**config.mk**
```make
export PLATFORM = sky130hd
export DESIGN_NAME = if_fetch_stage
export DESIGN_NICKNAME = d
export VERILOG_FILES = /design/src/rtl/if_fetch_stage_pkg.sv /design/src/rtl/if_fetch_stage_fetch_queue.sv /design/src/rtl/if_fetch_stage.sv
export SDC_FILE = /design/constraint.sdc
export NUM_CORES = 1
export LEC_CHECK = 0
export CORE_UTILIZATION = 33
export CTS_CLUSTER_DIAMETER = 40
export CTS_CLUSTER_SIZE = 25
export DETAILED_ROUTE_END_ITERATION = 10
export HOLD_SLACK_MARGIN = 0.15
export PLACE_DENSITY_LB_ADDON = 0.3
export SETUP_SLACK_MARGIN = 0.05
export SKIP_CTS_REPAIR_TIMING = 1
export SLEW_MARGIN = 15
export SYNTH_ARGS = -nofsm -noshare
export SYNTH_HDL_FRONTEND = slang
export SYNTH_HIERARCHICAL = 1
export SYNTH_SLANG_ARGS = --single-unit
```
**constraint.sdc**
```tcl
create_clock -name clk_i -period 13 [get_ports clk_i]
set_input_delay 1.3 -clock clk_i [delete_from_list [all_inputs] [get_ports clk_i]]
set_output_delay 1.3 -clock clk_i [all_outputs]
set_load 0.01 [all_outputs]
```
**src/rtl/if_fetch_stage_pkg.sv**
```systemverilog
// Shared definitions for the IF fetch stage.
//   fetch_state_t : fetch FSM states (idle / waiting on memory / waiting out a squashed request)
//   fetch_entry_t : one fetch-queue entry, {PC+4, instruction}
//   NOP_INST      : instruction presented when no fetched word is available
//   PC_STEP       : PC increment per fetched word
package if_fetch_stage_pkg;

  typedef enum logic [1:0] {
    S_IDLE = 2'd0,
    S_WAIT = 2'd1,
    S_KILL = 2'd2
  } fetch_state_t;

  localparam logic [31:0] NOP_INST = 32'h0000_0000;
  localparam logic [31:0] PC_STEP  = 32'd4;

  typedef struct packed {
    logic [31:0] pc4;
    logic [31:0] inst;
  } fetch_entry_t;

endpackage

```
**src/rtl/if_fetch_stage_fetch_queue.sv**
```systemverilog
// fetch_queue: synchronous FIFO of fetched {PC+4, instruction} entries.
//   clk_i   : clock, all updates on posedge
//   rst_i   : synchronous active-high reset, empties the queue
//   clear_i : empties the queue; has priority over push_i and pop_i
//   push_i  : write data_i at the tail
//   pop_i   : drop the head entry (caller guarantees the queue is non-empty)
//   data_i  : entry to push
//   data_o  : head entry (meaningless when empty_o=1)
//   empty_o : queue holds no entries
//   count_o : number of entries held, 0..DEPTH
module fetch_queue
  import if_fetch_stage_pkg::*;
#(
  parameter int unsigned DEPTH = 2
) (
  input  logic                       clk_i,
  input  logic                       rst_i,
  input  logic                       clear_i,
  input  logic                       push_i,
  input  logic                       pop_i,
  input  fetch_entry_t               data_i,
  output fetch_entry_t               data_o,
  output logic                       empty_o,
  output logic [$clog2(DEPTH):0]     count_o
);

  localparam int unsigned PTR_W = $clog2(DEPTH);

  fetch_entry_t         mem_q [DEPTH];
  logic [PTR_W-1:0]     wr_ptr_q;
  logic [PTR_W-1:0]     rd_ptr_q;
  logic [PTR_W:0]       count_q;

  // Pointers wrap naturally because DEPTH is a power of two.
  always_ff @(posedge clk_i) begin
    if (rst_i || clear_i) begin
      wr_ptr_q <= '0;
      rd_ptr_q <= '0;
      count_q  <= '0;
    end else begin
      if (push_i) begin
        mem_q[wr_ptr_q] <= data_i;
        wr_ptr_q        <= wr_ptr_q + 1'b1;
      end
      if (pop_i) begin
        rd_ptr_q <= rd_ptr_q + 1'b1;
      end
      case ({push_i, pop_i})
        2'b10:   count_q <= count_q + 1'b1;
        2'b01:   count_q <= count_q - 1'b1;
        default: count_q <= count_q;
      endcase
    end
  end

  assign data_o  = mem_q[rd_ptr_q];
  assign empty_o = (count_q == '0);
  assign count_o = count_q;

endmodule

```
**src/rtl/if_fetch_stage.sv**
```systemverilog
// if_fetch_stage: IF stage of the 5-stage pipeline. Owns the fetch PC, issues
// one instruction-memory request at a time over a req/ack handshake, buffers
// returned words in fetch_queue and presents the head to the IF/ID register.
// Branch redirects from ID clear the queue and squash any in-flight request.
//   clk_i, rst_i          : clock / synchronous active-high reset
//   imem_req_o/addr_o     : fetch request and address (address held while req=1)
//   imem_ack_i/data_i     : memory response, data valid when ack=1
//   stall_i               : hold the head entry (no pop)
//   branch_i/addr_i       : redirect to branch_addr_i (low two bits ignored)
//   valid_o/inst_o/pc_o   : head entry; NOP and 0 when the queue is empty
//   flush_o               : combinational copy of branch_i for the IF/ID flush
module if_fetch_stage
  import if_fetch_stage_pkg::*;
#(
  parameter int unsigned DEPTH    = 2,
  parameter logic [31:0] RESET_PC = 32'h0
) (
  input  logic        clk_i,
  input  logic        rst_i,
  output logic        imem_req_o,
  output logic [31:0] imem_addr_o,
  input  logic        imem_ack_i,
  input  logic [31:0] imem_data_i,
  input  logic        stall_i,
  input  logic        branch_i,
  input  logic [31:0] branch_addr_i,
  output logic        valid_o,
  output logic [31:0] inst_o,
  output logic [31:0] pc_o,
  output logic        flush_o
);

  localparam int unsigned      CNT_W     = $clog2(DEPTH) + 1;
  localparam logic [CNT_W-1:0] DEPTH_CNT = CNT_W'(DEPTH);

  fetch_state_t      state_q, state_d;
  logic [31:0]       fetch_pc_q, fetch_pc_d;
  logic [31:0]       req_addr_q;
  logic [31:0]       redirect_pc;
  logic              issue;
  logic              push;
  logic              pop;
  logic              q_empty;
  logic [CNT_W-1:0]  q_count;
  fetch_entry_t      push_entry;
  fetch_entry_t      head;

  assign redirect_pc = {branch_addr_i[31:2], 2'b00};
  assign flush_o     = branch_i;

  // Requests are only issued from S_IDLE, where nothing is outstanding, so
  // count < DEPTH is the full "count + outstanding < DEPTH" issue rule.
  // The issued address is latched so it stays stable while a squashed request
  // drains in S_KILL even though fetch_pc already holds the redirect target.
  always_comb begin
    state_d     = state_q;
    fetch_pc_d  = fetch_pc_q;
    issue       = 1'b0;
    push        = 1'b0;
    imem_req_o  = 1'b0;
    imem_addr_o = req_addr_q;

    unique case (state_q)
      S_IDLE: begin
        imem_addr_o = fetch_pc_q;
        if (!branch_i && (q_count < DEPTH_CNT)) begin
          issue      = 1'b1;
          imem_req_o = 1'b1;
          state_d    = S_WAIT;
        end
      end
      S_WAIT: begin
        imem_req_o = 1'b1;
        if (imem_ack_i) begin
          state_d = S_IDLE;
          if (!branch_i) begin
            push       = 1'b1;
            fetch_pc_d = fetch_pc_q + PC_STEP;
          end
        end else if (branch_i) begin
          state_d = S_KILL;
        end
      end
      S_KILL: begin
        imem_req_o = 1'b1;
        if (imem_ack_i) begin
          state_d = S_IDLE;
        end
      end
      default: state_d = S_IDLE;
    endcase

    if (branch_i) begin
      fetch_pc_d = redirect_pc;
    end
    if (rst_i) begin
      imem_req_o = 1'b0;
    end
  end

  always_ff @(posedge clk_i) begin
    if (rst_i) begin
      state_q    <= S_IDLE;
      fetch_pc_q <= RESET_PC;
      req_addr_q <= RESET_PC;
    end else begin
      state_q    <= state_d;
      fetch_pc_q <= fetch_pc_d;
      if (issue) begin
        req_addr_q <= fetch_pc_q;
      end
    end
  end

  assign push_entry = '{pc4: fetch_pc_q + PC_STEP, inst: imem_data_i};
  assign pop        = !q_empty && !stall_i && !branch_i;

  fetch_queue #(
    .DEPTH (DEPTH)
  ) u_fetch_queue (
    .clk_i   (clk_i),
    .rst_i   (rst_i),
    .clear_i (branch_i),
    .push_i  (push),
    .pop_i   (pop),
    .data_i  (push_entry),
    .data_o  (head),
    .empty_o (q_empty),
    .count_o (q_count)
  );

  assign valid_o = !q_empty;
  assign inst_o  = q_empty ? NOP_INST : head.inst;
  assign pc_o    = q_empty ? '0 : head.pc4;

  assert property (@(posedge clk_i) disable iff (rst_i) !(push && (q_count == DEPTH_CNT)))
    else $error("fetch queue push while full");

endmodule

```
==> flow_metrics.env, run 1 <==
# physical design summary
export IMPL_crit_path_end="imem_req_o"
export IMPL_totalPowerFinal_mw=1.36
export IMPL_outcome="finished clean"
export IMPL_swShare_pct=25.8
export IMPL_hold_class="reg -> reg"
export IMPL_grt_use_met1_pct=21.8
export IMPL_top_cell="edfxtp_1"
export IMPL_syn2layout_area_growth_pct=26.5
export IMPL_nMultiInputCombCells=519
export IMPL_top_register="u_fetch_queue/mem_q"
export IMPL_final_nonclk_buf_share_pct=14.6
export IMPL_slowest_delay_ns=0.59
export IMPL_dr_pass1_iters=5
export IMPL_cts_sinks=195
export IMPL_synth_distinct_cells=50
export IMPL_ant_nets=0
export IMPL_worstMarginPinSlew_ns=1.09
export IMPL_rsz0062_at_grt="no"
export IMPL_grt_pass1_wl_um=33000
export IMPL_met3_usage_pct=2.92
export IMPL_p_leak_nw=3.74
export IMPL_warnings=32
export IMPL_signal_buffers=172
export IMPL_cp_data_required_time_ns=11.70
export IMPL_intPower_mw=1.01
export IMPL_top_layer_used="met4"
export IMPL_vias_per_cell=4.78
export IMPL_antenna_found_initial=0
==> run 1: metrics by stage <==
stage | util [%] | std cells
2_1_floorplan | - | 798
3_3_place_gp | 40.6 | 1272
3_5_place_dp | 40.6 | 1272
4_1_cts | 42.7 | 1304
5_1_grt | 42.7 | 1304
6_report | 42.7 | 1304
==> run 1: layout by cell type, fill, tap and decap left out, types with 10 or more instances in the layout <==
cell type	count
a21oi_1	39
a311oi_1	13
clkbuf_16	17
clkdlybuf4s50_1	162
dfxtp_1	66
edfxtp_1	128
inv_1	14
mux2_2	94
nand2_1	83
nand3_1	12
nor2_1	38
nor2b_1	66
nor3_1	19
or3_1	11
or4_1	10
xnor2_1	24
xor2_1	18
==> run 1: critical path: cells and delay by family <==
family | cells | cell delay, ns
AND/OR/NAND/NOR | 4 | 1.05
buffers and inverters | 3 | 1.21
==> run_1/clock_map.png <==
Scale: 3 px per µm.
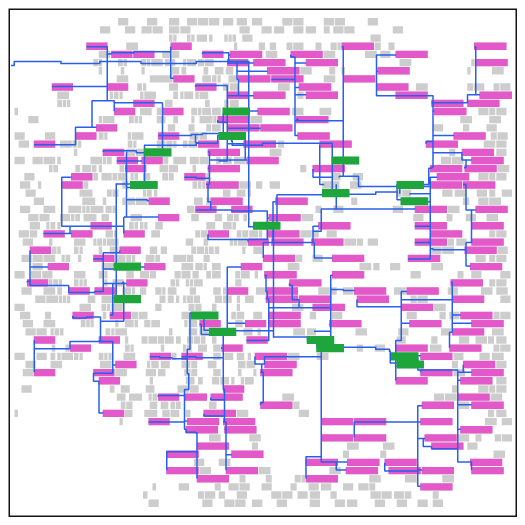
flip-flops -> magenta  # count 195
clock wires -> blue  # length 2490 µm
cells driving clock nets -> green  # count 17
routed clock nets = 18
flops lie = all over the die
clk ins delay skew pair: 0.44 ns
Clock net power: 0.511 mW

==> run_1/final_clocks.png <==
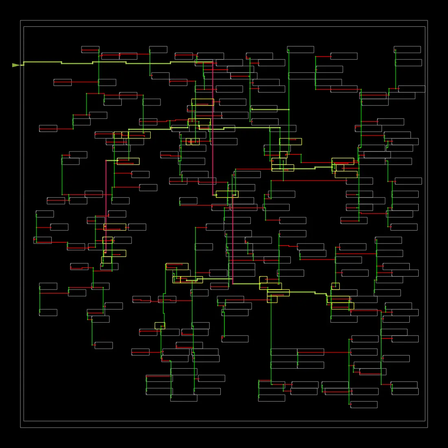
Setup Skew: 0.0188 ns
registers: 195

==> run_1/met3.png <==
Scale: 3 px per µm.
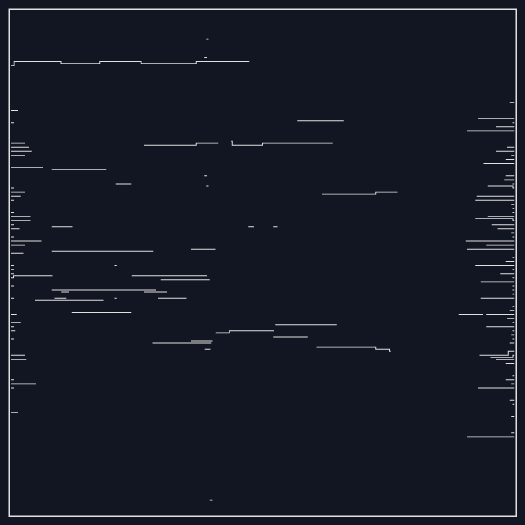
wire length on this layer = 938 µm
main direction = horizontal
nets with wire on the layer = 120
share of all routed wire = 4.3%
longest straight run = 34.5 µm

==> run 2, diff against run 1 <==
==> constraint.sdc (replaced) <==
create_clock -name clk_i -period 4.5 [get_ports clk_i]
set_input_delay 0.45 -clock clk_i [delete_from_list [all_inputs] [get_ports clk_i]]
set_output_delay 0.45 -clock clk_i [all_outputs]
set_load 0.01 [all_outputs]
==> run_2/final_clocks.png <==
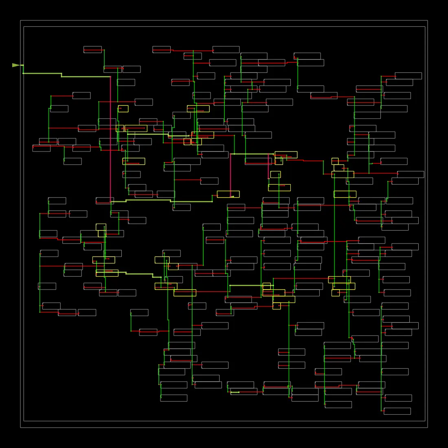
clk_buf instances: 17
Clock net power: 1.50 mW

==> run 2 against run 1 <==
Final cell count increased by 0.38%; clock power increased to 2.9 times the previous value; routed wire length increased by 1.1%; setup slack got worse by 6.8 ns; cell area increased by 0.81%; count of clock-buffer cells in the layout unchanged; synthesized area unchanged; register-to-register slack got worse by 8.5 ns; flip-flop count unchanged; critical path depth decreased by 3; first-iteration DRC count increased by 1.9%; hold slack got worse by 0.0015 ns; highest routed layer unchanged.
==> flow_metrics.env, run 2 <==
# physical design summary
export IMPL_outcome="finished clean"
export IMPL_htree_num_levels=4
export IMPL_critPathTopFamily="flip-flops"
export IMPL_fillers=2572
export IMPL_rsz0062_at_grt="no"
export IMPL_grt_pass1_wl_um=34700
export IMPL_final_nonclk_buf_share_pct=15.2
export IMPL_skew_ns=0.0233
export IMPL_top_register="u_fetch_queue/mem_q"
export IMPL_p_leak_nw=3.77
export IMPL_drc=0
export IMPL_syn2layout_area_growth_pct=27.6
export IMPL_hold_class="reg -> reg"
export IMPL_mostFrequentLayoutCell="clkdlybuf4s50_1"
export IMPL_largest_register_ffs=128
export IMPL_grt_use_met1_pct=21.9
export IMPL_nMultiInputCombCells=519
export IMPL_top_cell="edfxtp_1"
export IMPL_fin_hold_ws_ns=0.454
export IMPL_layout_top_cells="clkdlybuf4s50_1 (162), edfxtp_1 (128), mux2_2 (94), nand2_1 (83)"
export IMPL_flops=195
export IMPL_top_layer_used="met4"
export IMPL_antenna_found_initial=0
export IMPL_insertion_delay_ns=0.44
export IMPL_signal_buffers=177
export IMPL_cts_sinks=195
export IMPL_critPathCaptureType="output port"
export IMPL_dp_cells=1277
export IMPL_warnings=32
export IMPL_layoutNonFillerInstCount=1309
export IMPL_worst_path_buf_inv=2
export IMPL_met3_usage_pct=3.81
export IMPL_slowest_delay_ns=0.93
export IMPL_worstMarginPinSlew_ns=1.07
export IMPL_synth_distinct_cells=50
export IMPL_cp_num_cells=4
export IMPL_vias_per_cell=4.80
export IMPL_crit_path_end="inst_o[30]"
export IMPL_slew_headroom_pct=28.2
==> run_2/met3.png <==
Scale: 3 px per µm.
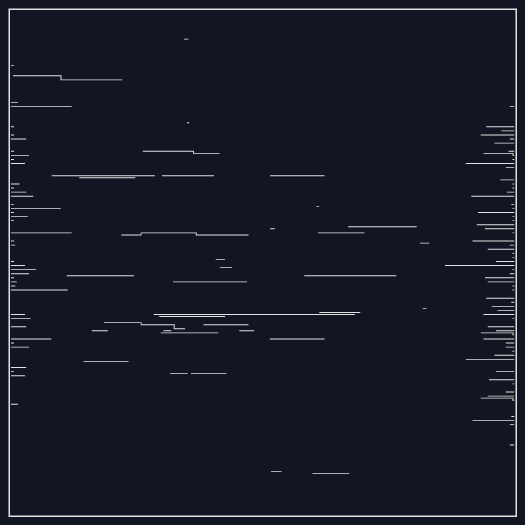
nets with wire on the layer = 123
share of all routed wire = 4.9%
wire length on this layer = 1090 µm
main direction = horizontal
Via Count: 6285
routed wire length: 22100 µm

run 2: power breakdown:
group / switching, mW / total [mW] / internal (mW)
clock network: 0.755 / 1.50 / 0.746
logic: 0.213 / 0.436 / 0.223
registers: 0.0558 / 2.00 / 1.95
run 2: cells by family after synthesis:
logic type / count (synthesis) / synth area share (%)
XOR/XNOR: 42 / 4.02
adder cells (fa/ha/maj): 7 / 0.958
other: 1 / 0.0410
AND/OR/NAND/NOR: 280 / 16.1
flip-flops: 195 / 56.7
AND-OR/OR-AND: 90 / 6.40
multiplexers: 94 / 11.6
buffers and inverters: 84 / 4.23
run 2: tightest hold or removal path: stages, from the launching register on:
cell and delay [ns]:
dfxtp_1 0.31, nand2_1 0.05, a21oi_1 0.05
==> run 3, diff against run 2 <==
==> constraint.sdc (replaced) <==
create_clock -name clk_i -period 2.8 [get_ports clk_i]
set_input_delay 0.28 -clock clk_i [delete_from_list [all_inputs] [get_ports clk_i]]
set_output_delay 0.28 -clock clk_i [all_outputs]
set_load 0.01 [all_outputs]
==> run_3/met3.png <==
Scale: 3 px per µm.
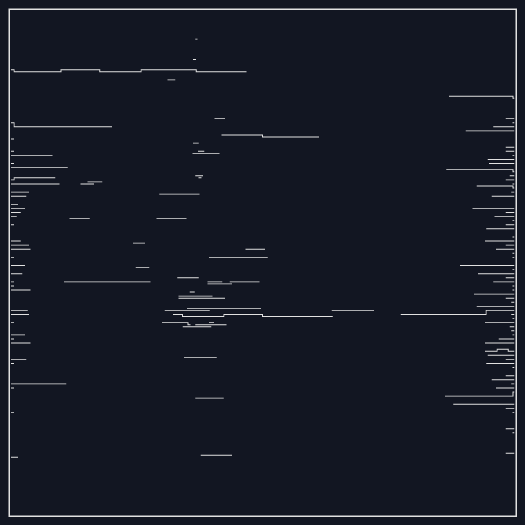
wire length on this layer = 1070 µm
nets with wire on the layer = 132
share of all routed wire = 4.8%
main direction = horizontal
longest straight run = 32.4 µm

==> run 3 against run 2 <==
Routed wire length up 0.24%; register-to-register slack worse by 1.3 ns; highest routed layer unchanged; die size stayed put; flip-flop count did not move; critical endpoint is now imem_req_o; largest cell class unchanged; critical path depth up 3.
==> flow_metrics.env, run 3 <==
# physical design summary
export IMPL_outcome="finished clean"
export IMPL_p_leak_nw=3.89
export IMPL_layout_top_cells="clkdlybuf4s50_1 (162), edfxtp_1 (128), mux2_2 (94), nand2_1 (82), nor2b_1 (66)"
export IMPL_insertion_delay_ns=0.43
export IMPL_intPower_mw=4.68
export IMPL_cts_sinks=195
export IMPL_top_layer_used="met4"
export IMPL_vias_per_cell=4.81
export IMPL_rsz0062_at_grt="no"
export IMPL_worstMarginPinSlew_ns=0.782
export IMPL_yosys_area_share_aoi_pct=6.40
export IMPL_fillers=2557
export IMPL_switchingPower_mw=1.58
export IMPL_ys_sh_adder_pct=0.958
export IMPL_htree_num_levels=4
export IMPL_via_count=6412
export IMPL_cp_num_cells=7
export IMPL_synthXorXnorAreaFrac_pct=4.02
export IMPL_final_nonclk_buf_share_pct=16.7
export IMPL_nMultiInputCombCells=519
export IMPL_comb_power_share_pct=12.2
export IMPL_signal_buffers=200
export IMPL_syn2layout_area_growth_pct=29.9
export IMPL_clkPwrFrac_pct=36.6
export IMPL_critPathCaptureType="output port"
export IMPL_antenna_found_initial=0
export IMPL_critPathTopFamily="buffers and inverters"
export IMPL_swShare_pct=25.2
==> run_3/gate_families.png <==
Scale: 1.5 px per µm.
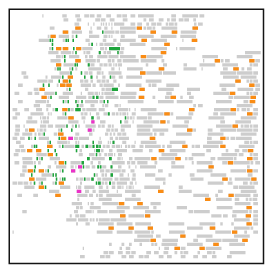
multiplexers -> orange  # cells 94, most used mux2_2, where all over the die
AND-OR and OR-AND gates -> magenta  # cells 6, most used o31a_1, where left middle
NAND gates -> green  # cells 110, most used nand2_1
commonest non-fill, non-tap cell in the layout: clkdlybuf4s50_1
Final Non-Filler Cells: 1332
combinational share of cell area: 30.7%

-- run 3: netlist changes by cell type in the layout (fill, tap and decap cells not counted), moves of 2 or more --
cell,before,now
buf_4,11,30
inv_6,5,2
dfxtp_2,1,3
dfxtp_1,66,64
buf_12,3,6
inv_2,0,2
clkinvlp_4,2,5
clkinv_4,1,3
inv_8,6,3
inv_1,14,12
-- run 3: metal layers --
metal | global-route usage, % | vias up
met2 | 24.6 | 175
met3 | 3.60 | 10
met1 | 21.9 | 3098
li1 | - | 3129
met5 | 0 | -
met4 | 4.19 | 0
-- run 3: worst reg2reg max path: stages (launching register included) --
cell	delay, ns
dfxtp_1	0.45
ha_1	0.26
nand3_1	0.18
or4_1	0.66
or4_1	0.44
a311oi_1	0.26
Power and IR drop assume default switching activity.
